[config.mk]
export PLATFORM = sky130hd
export DESIGN_NAME = shifter_pipe
export DESIGN_NICKNAME = d
export VERILOG_FILES = /design/src/rtl/shifter_pipe_pkg.sv /design/src/rtl/shifter_pipe_stage.sv /design/src/rtl/shifter_pipe.sv
export SDC_FILE = /design/constraint.sdc
export NUM_CORES = 1
export LEC_CHECK = 0
export CORE_MARGIN = 2
export CORE_UTILIZATION = 36
export CTS_BUF_LIST = sky130_fd_sc_hd__clkbuf_8
export CTS_CLUSTER_DIAMETER = 40
export DETAILED_ROUTE_END_ITERATION = 10
export HOLD_SLACK_MARGIN = 0.05
export SYNTH_ARGS = -nofsm -noshare
export SYNTH_HDL_FRONTEND = slang
export SYNTH_HIERARCHICAL = 1
export SYNTH_SLANG_ARGS = --single-unit
[constraint.sdc]
create_clock -name clk -period 3.5 [get_ports clk]
set_clock_uncertainty 0.1 [all_clocks]
set_input_delay 0.525 -clock clk [delete_from_list [all_inputs] [get_ports clk]]
set_output_delay 0.525 -clock clk [all_outputs]
set_load 0.02 [all_outputs]
[src/rtl/shifter_pipe_pkg.sv]
// Shared definitions for the pipelined barrel shifter: op encodings, decoded op kinds, helpers.
// Rotates (ROL/ROR) and the 11x pass-through exist only when SHIFTER_ROTATE_EN is defined.
package shifter_pipe_pkg;

  localparam logic [2:0] OP_SLL  = 3'b000;
  localparam logic [2:0] OP_SRL  = 3'b010;
  localparam logic [2:0] OP_SRA  = 3'b011;
  localparam logic [2:0] OP_ROL  = 3'b100;
  localparam logic [2:0] OP_ROR  = 3'b101;
  localparam logic [2:0] OP_PASS = 3'b110;

  typedef enum logic [2:0] {
    K_SLL,
    K_SRL,
    K_SRA,
    K_ROL,
    K_ROR,
    K_PASS
  } op_kind_e;

  function automatic int log2_ceil(input int value);
    int r;
    r = 0;
    while ((1 << r) < value) r++;
    return r;
  endfunction

  function automatic op_kind_e decode_op(input logic [2:0] op);
    op_kind_e k;
`ifdef SHIFTER_ROTATE_EN
    case (op)
      OP_SRL:          k = K_SRL;
      OP_SRA:          k = K_SRA;
      OP_ROL:          k = K_ROL;
      OP_ROR:          k = K_ROR;
      OP_PASS, 3'b111: k = K_PASS;
      default:         k = K_SLL;
    endcase
`else
    // Without rotate support op[2] is a don't-care: 1xx behaves as 0xx.
    case (op)
      OP_SRL, OP_PASS: k = K_SRL;
      OP_SRA, 3'b111:  k = K_SRA;
      default:         k = K_SLL;
    endcase
`endif
    return k;
  endfunction

  // Right-going ops run through the left-shift datapath on a bit-reversed operand.
  function automatic logic is_right(input op_kind_e k);
    return (k == K_SRL) || (k == K_SRA) || (k == K_ROR);
  endfunction

endpackage

[src/rtl/shifter_pipe_stage.sv]
// One register stage of the barrel shifter: NUM_LEVELS left-shift levels starting at FIRST_LEVEL.
// Wrap fill for rotates is built only under SHIFTER_ROTATE_EN.
module shifter_pipe_stage
  import shifter_pipe_pkg::*;
#(
  parameter int DATA_WIDTH  = 32,
  parameter int SHAMT_W     = 5,
  parameter int TAG_W       = 4,
  parameter int FIRST_LEVEL = 0,
  parameter int NUM_LEVELS  = 1
) (
  input  logic                  clk,
  input  logic                  rst,
  input  logic                  adv_i,
  input  logic                  vld_i,
  input  logic [DATA_WIDTH-1:0] data_i,
  input  logic [SHAMT_W-1:0]    shamt_i,
  input  op_kind_e              kind_i,
  input  logic [TAG_W-1:0]      tag_i,
  output logic                  vld_o,
  output logic [DATA_WIDTH-1:0] data_o,
  output logic [SHAMT_W-1:0]    shamt_o,
  output op_kind_e              kind_o,
  output logic [TAG_W-1:0]      tag_o
);

  logic [NUM_LEVELS:0][DATA_WIDTH-1:0] lvl;
  logic [DATA_WIDTH-1:0]               data_d;
  logic                                vld_q;
  logic [DATA_WIDTH-1:0]               data_q;
  logic [SHAMT_W-1:0]                  shamt_q;
  op_kind_e                            kind_q;
  logic [TAG_W-1:0]                    tag_q;

  assign lvl[0] = data_i;

  for (genvar l = 0; l < NUM_LEVELS; l++) begin : g_level
    localparam int K = 1 << (FIRST_LEVEL + l);
    logic [K-1:0] fill;

    // On the reversed operand the original sign bit sits at bit 0 and stays there.
    always_comb begin
      fill = '0;
      if (kind_i == K_SRA) fill = {K{lvl[l][0]}};
`ifdef SHIFTER_ROTATE_EN
      if (kind_i == K_ROL || kind_i == K_ROR) fill = lvl[l][DATA_WIDTH-1 -: K];
`endif
    end

    assign lvl[l+1] = shamt_i[FIRST_LEVEL+l] ? {lvl[l][DATA_WIDTH-K-1:0], fill} : lvl[l];
  end

  assign data_d = lvl[NUM_LEVELS];

  always_ff @(posedge clk) begin
    if (rst) begin
      vld_q   <= 1'b0;
      data_q  <= '0;
      shamt_q <= '0;
      kind_q  <= K_SLL;
      tag_q   <= '0;
    end else if (adv_i) begin
      vld_q   <= vld_i;
      data_q  <= data_d;
      shamt_q <= shamt_i;
      kind_q  <= kind_i;
      tag_q   <= tag_i;
    end
  end

  assign vld_o   = vld_q;
  assign data_o  = data_q;
  assign shamt_o = shamt_q;
  assign kind_o  = kind_q;
  assign tag_o   = tag_q;

endmodule

[src/rtl/shifter_pipe.sv]
// Pipelined barrel shifter with valid/ready on both sides; STAGES register stages, lock-step stall.
// Define SHIFTER_ROTATE_EN to add ROL/ROR and the 11x pass-through.
module shifter_pipe
  import shifter_pipe_pkg::*;
#(
  parameter int  DATA_WIDTH       = 32,
  parameter int  LEVELS_PER_STAGE = 2,
  parameter int  TAG_W            = 4,
  localparam int SHAMT_W          = log2_ceil(DATA_WIDTH)
) (
  input  logic                  clk,
  input  logic                  rst,
  input  logic                  in_valid,
  output logic                  in_ready,
  input  logic [DATA_WIDTH-1:0] in_a,
  input  logic [SHAMT_W-1:0]    in_shamt,
  input  logic [2:0]            in_op,
  input  logic [TAG_W-1:0]      in_tag,
  output logic                  out_valid,
  input  logic                  out_ready,
  output logic [DATA_WIDTH-1:0] out_result,
  output logic [TAG_W-1:0]      out_tag
);

  localparam int STAGES = (SHAMT_W + LEVELS_PER_STAGE - 1) / LEVELS_PER_STAGE;

  function automatic logic [DATA_WIDTH-1:0] bit_rev(input logic [DATA_WIDTH-1:0] x);
    return {<<{x}};
  endfunction

  logic                                 adv;
  op_kind_e                             kind_in;
  logic [STAGES:0]                      vld_s;
  logic [STAGES:0][DATA_WIDTH-1:0]      data_s;
  logic [STAGES:0][SHAMT_W-1:0]         shamt_s;
  op_kind_e [STAGES:0]                  kind_s;
  logic [STAGES:0][TAG_W-1:0]           tag_s;
  logic                                 unused_shamt;

  // Whole pipe moves as one; bubbles are kept rather than squeezed out.
  assign adv      = ~out_valid | out_ready;
  assign in_ready = adv & ~rst;

  assign kind_in    = decode_op(in_op);
  assign vld_s[0]   = in_valid & in_ready;
  assign data_s[0]  = is_right(kind_in) ? bit_rev(in_a) : in_a;
  assign shamt_s[0] = (kind_in == K_PASS) ? '0 : in_shamt;
  assign kind_s[0]  = kind_in;
  assign tag_s[0]   = in_tag;

  for (genvar s = 0; s < STAGES; s++) begin : g_stage
    localparam int FIRST = s * LEVELS_PER_STAGE;
    localparam int LAST  = ((s + 1) * LEVELS_PER_STAGE < SHAMT_W) ? (s + 1) * LEVELS_PER_STAGE
                                                                  : SHAMT_W;
    shifter_pipe_stage #(
      .DATA_WIDTH (DATA_WIDTH),
      .SHAMT_W    (SHAMT_W),
      .TAG_W      (TAG_W),
      .FIRST_LEVEL(FIRST),
      .NUM_LEVELS (LAST - FIRST)
    ) u_stage (
      .clk    (clk),
      .rst    (rst),
      .adv_i  (adv),
      .vld_i  (vld_s[s]),
      .data_i (data_s[s]),
      .shamt_i(shamt_s[s]),
      .kind_i (kind_s[s]),
      .tag_i  (tag_s[s]),
      .vld_o  (vld_s[s+1]),
      .data_o (data_s[s+1]),
      .shamt_o(shamt_s[s+1]),
      .kind_o (kind_s[s+1]),
      .tag_o  (tag_s[s+1])
    );
  end

  // Output side: undo the operand reversal for right-going ops (wiring only).
  assign out_valid    = vld_s[STAGES];
  assign out_result   = is_right(kind_s[STAGES]) ? bit_rev(data_s[STAGES]) : data_s[STAGES];
  assign out_tag      = tag_s[STAGES];
  assign unused_shamt = ^shamt_s[STAGES];

endmodule

==> impl_metrics.tcl <==
# flow metrics
set metrics [dict create \
    timing.reg2reg.worst_path_depth 2 \
    core.rowCount 51 \
    antennaDiodeCount 0 \
    area_dominant_class "combinational gates" \
    cell_type_of_the_slowest_stage_on_the_worst_timing_path "clkdlybuf4s50_1" \
    setup_viol_count_final 0 \
    detailed_place.area_um2 7960 \
    worst-path-buf-inv 2 \
    p_seq_mw 1.61 \
    layout.clock.cell_area_share 0.0513 \
    chipArea_um2 20900 \
    min_period_ns 3.00 \
    cellInternalPower_mw 2.61 \
    nClkBuffers 21 \
    n_tap_cell 265 \
    num_io_pins 86 \
    path_delay_family "buffers and inverters" \
    maximum_number_of_pins_on_one_net_before_global_route_repair 93 \
    grt_antenna_before_repair 0 \
    design_power_total_mw 3.52 \
    clockBufferDepth 2 \
    drive_gt1_frac 0.237 \
    run_status "complete, no violations" \
    syn2layout_area_growth_pct 18.2 \
    hold-path-endpoint "g_stage[2].u_stage/tag_o[2]$_SDFFE_PP0P_" \
    worstPathRequired_ns 2.87 \
    pwr.group.combinational_uw 581 \
    power.combinational.fraction 0.165 \
    critPathLaunch "g_stage[2].u_stage/kind_o[1]$_SDFFE_PP0P_" \
    drtIter0Drc 313 \
    area_share_nonclk_buffers 0.114 \
    power_frac_seq 0.457 \
    cts.reportedPaths.clkPinSlew_ns 0.07 \
    gr-total-overflow 0 \
    critical_path.cell_chain "xor2_1 -> o21ai_2 -> buf_4 -> mux2_2 -> clkdlybuf4s50_1" \
    netlist_instances 692 \
    worstMarginPinSlew_ns 1.10 \
    seq_share 0.296 \
    initCoreUtil 0.366 \
    viasPerCell 5.22 \
    worst_slew_margin_rel 0.264 \
    worstPathArrival_ns 2.37 \
    whs_path_depth 2 \
    post-cts-setup-buffer-count 0 \
    numPlacedInstances 989 \
    area.combinational_um2 4180 \
    power.largest_group "registers" \
    finalNetCount 791 \
    firstDrtPassIters 4 \
    vias 5328 \
    worst-path-stages 5 \
    most_used_logic_cell_in_the_final_layout "nor2_1" \
    met1_length_um 8330 \
    cts_root_buf "clkbuf_8" \
    comb_cells 500 \
    seq_area_um2 2480 \
    seq_cell_count 124 \
    place_hpwl_um 11600 \
    worstHoldStart "g_stage[2].u_stage/tag_o[2]$_SDFFE_PP0P_" \
    path_class "reg2out" \
    largest_register_ffs 96 \
    final-instance-count-excl-fill 1021 \
    cts-hold-fix-buffers 0 \
    fp.coreArea_um2 19400 \
    cts_resized 0 \
    cts-htree-levels 4 \
    fin_hold_ws_ns 0.395 \
    grt_setup_unrepaired "no" \
    drt_wl_total_um 16300 \
    final.period_utilization 0.857 \
    clock.fmax_mhz 333 \
    warning_count 27 \
    wl_met3_um 751 \
    clock-sinks 124 \
    slew_violations 0 \
    fraction_of_area_in_multi_input_gates 0.498 \
    n_fill_cell 1900 \
    endpoint "out_result[14]" \
    use_met1 0.243 \
    most-common-layout-cells "nor2_1 (137), dfxtp_1 (123), mux2_2 (88), clkdlybuf4s50_1 (83), mux2i_1 (72)" \
    fp.dieH_um 144 \
    io_buffer_count 84 \
    syn-mean-instance-area_um2 10.3 \
    setup_total_negative_slack_ns 0 \
    nonclk_inv_count 2 \
    setup.reg_to_reg.worst_slack_ns 1.36 \
    fin_area_um2 8390 \
    power.net_switching_uw 913 \
    gpl.final_weighted_congestion 0.857 \
    final_hold_viol_count 0 \
    highest-signal-layer "met4" \
    first_global_vias 5055 \
    critical_path_peak_fanout 32 \
    grt_util_all_layers 0.164 \
]
PDN straps and rails:
Drawn at 3 px/µm. Pins as bars on the die edge. Tap cells in grey.
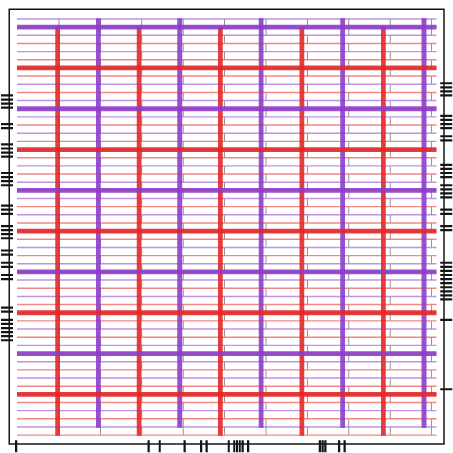
colour	net
purple	VDD
red	VSS
met5 straps	10
met4 straps	10

Placement by cell class:
Drawn at 3 px/µm. Fill, decap, tap and diode cells in grey.
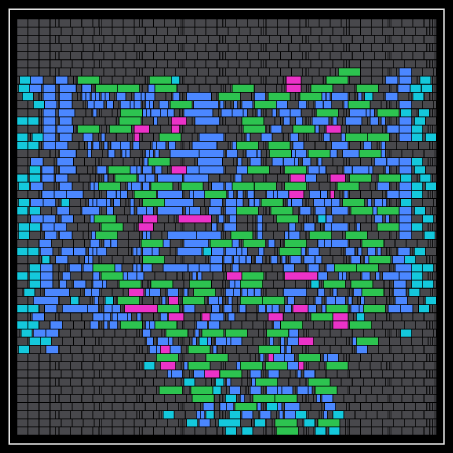
colour	class	cells	share of their area
green	flops	124	31%
cyan	other buffers and delay cells	98	12%
blue	combinational and other logic	502	52%
magenta	clock drivers and dummy loads	32	5.3%

Routed clock nets over the placement:
Drawn at 2 px/µm.
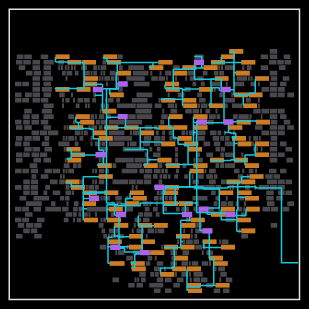
[purple] clock drivers | count: 17
[cyan] clock wires | length: 1500 µm
[orange] flip-flops | count: 124
routed clock nets	18
share of power burned in the clock network: 0.378
Clock Latency Late Sink: 0.44 ns
reported clock group power: 1.33 mW

Wiring by layer:
Drawn at 3 px/µm.
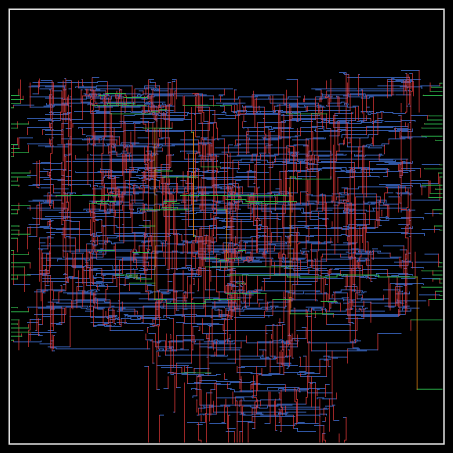
colour	layer	wire length
orange	metal 4	192 µm
green	metal 3	751 µm
red	metal 2	7070 µm
blue	metal 1	8330 µm

Track usage over the die:
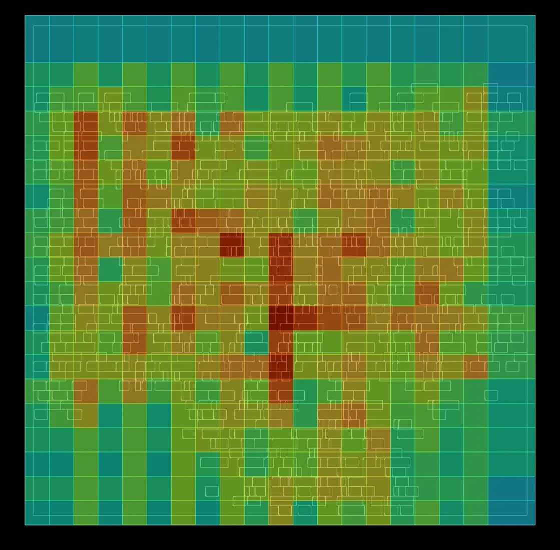
share of the core filled with cells: 0.432
GRT Max-Usage Layer: met1
met2 usage in global routing: 0.237
met3 usage: 0.0295
WL per Instance: 16.0 µm

Power figures rest on the tool's default switching activity, not on a simulated workload.
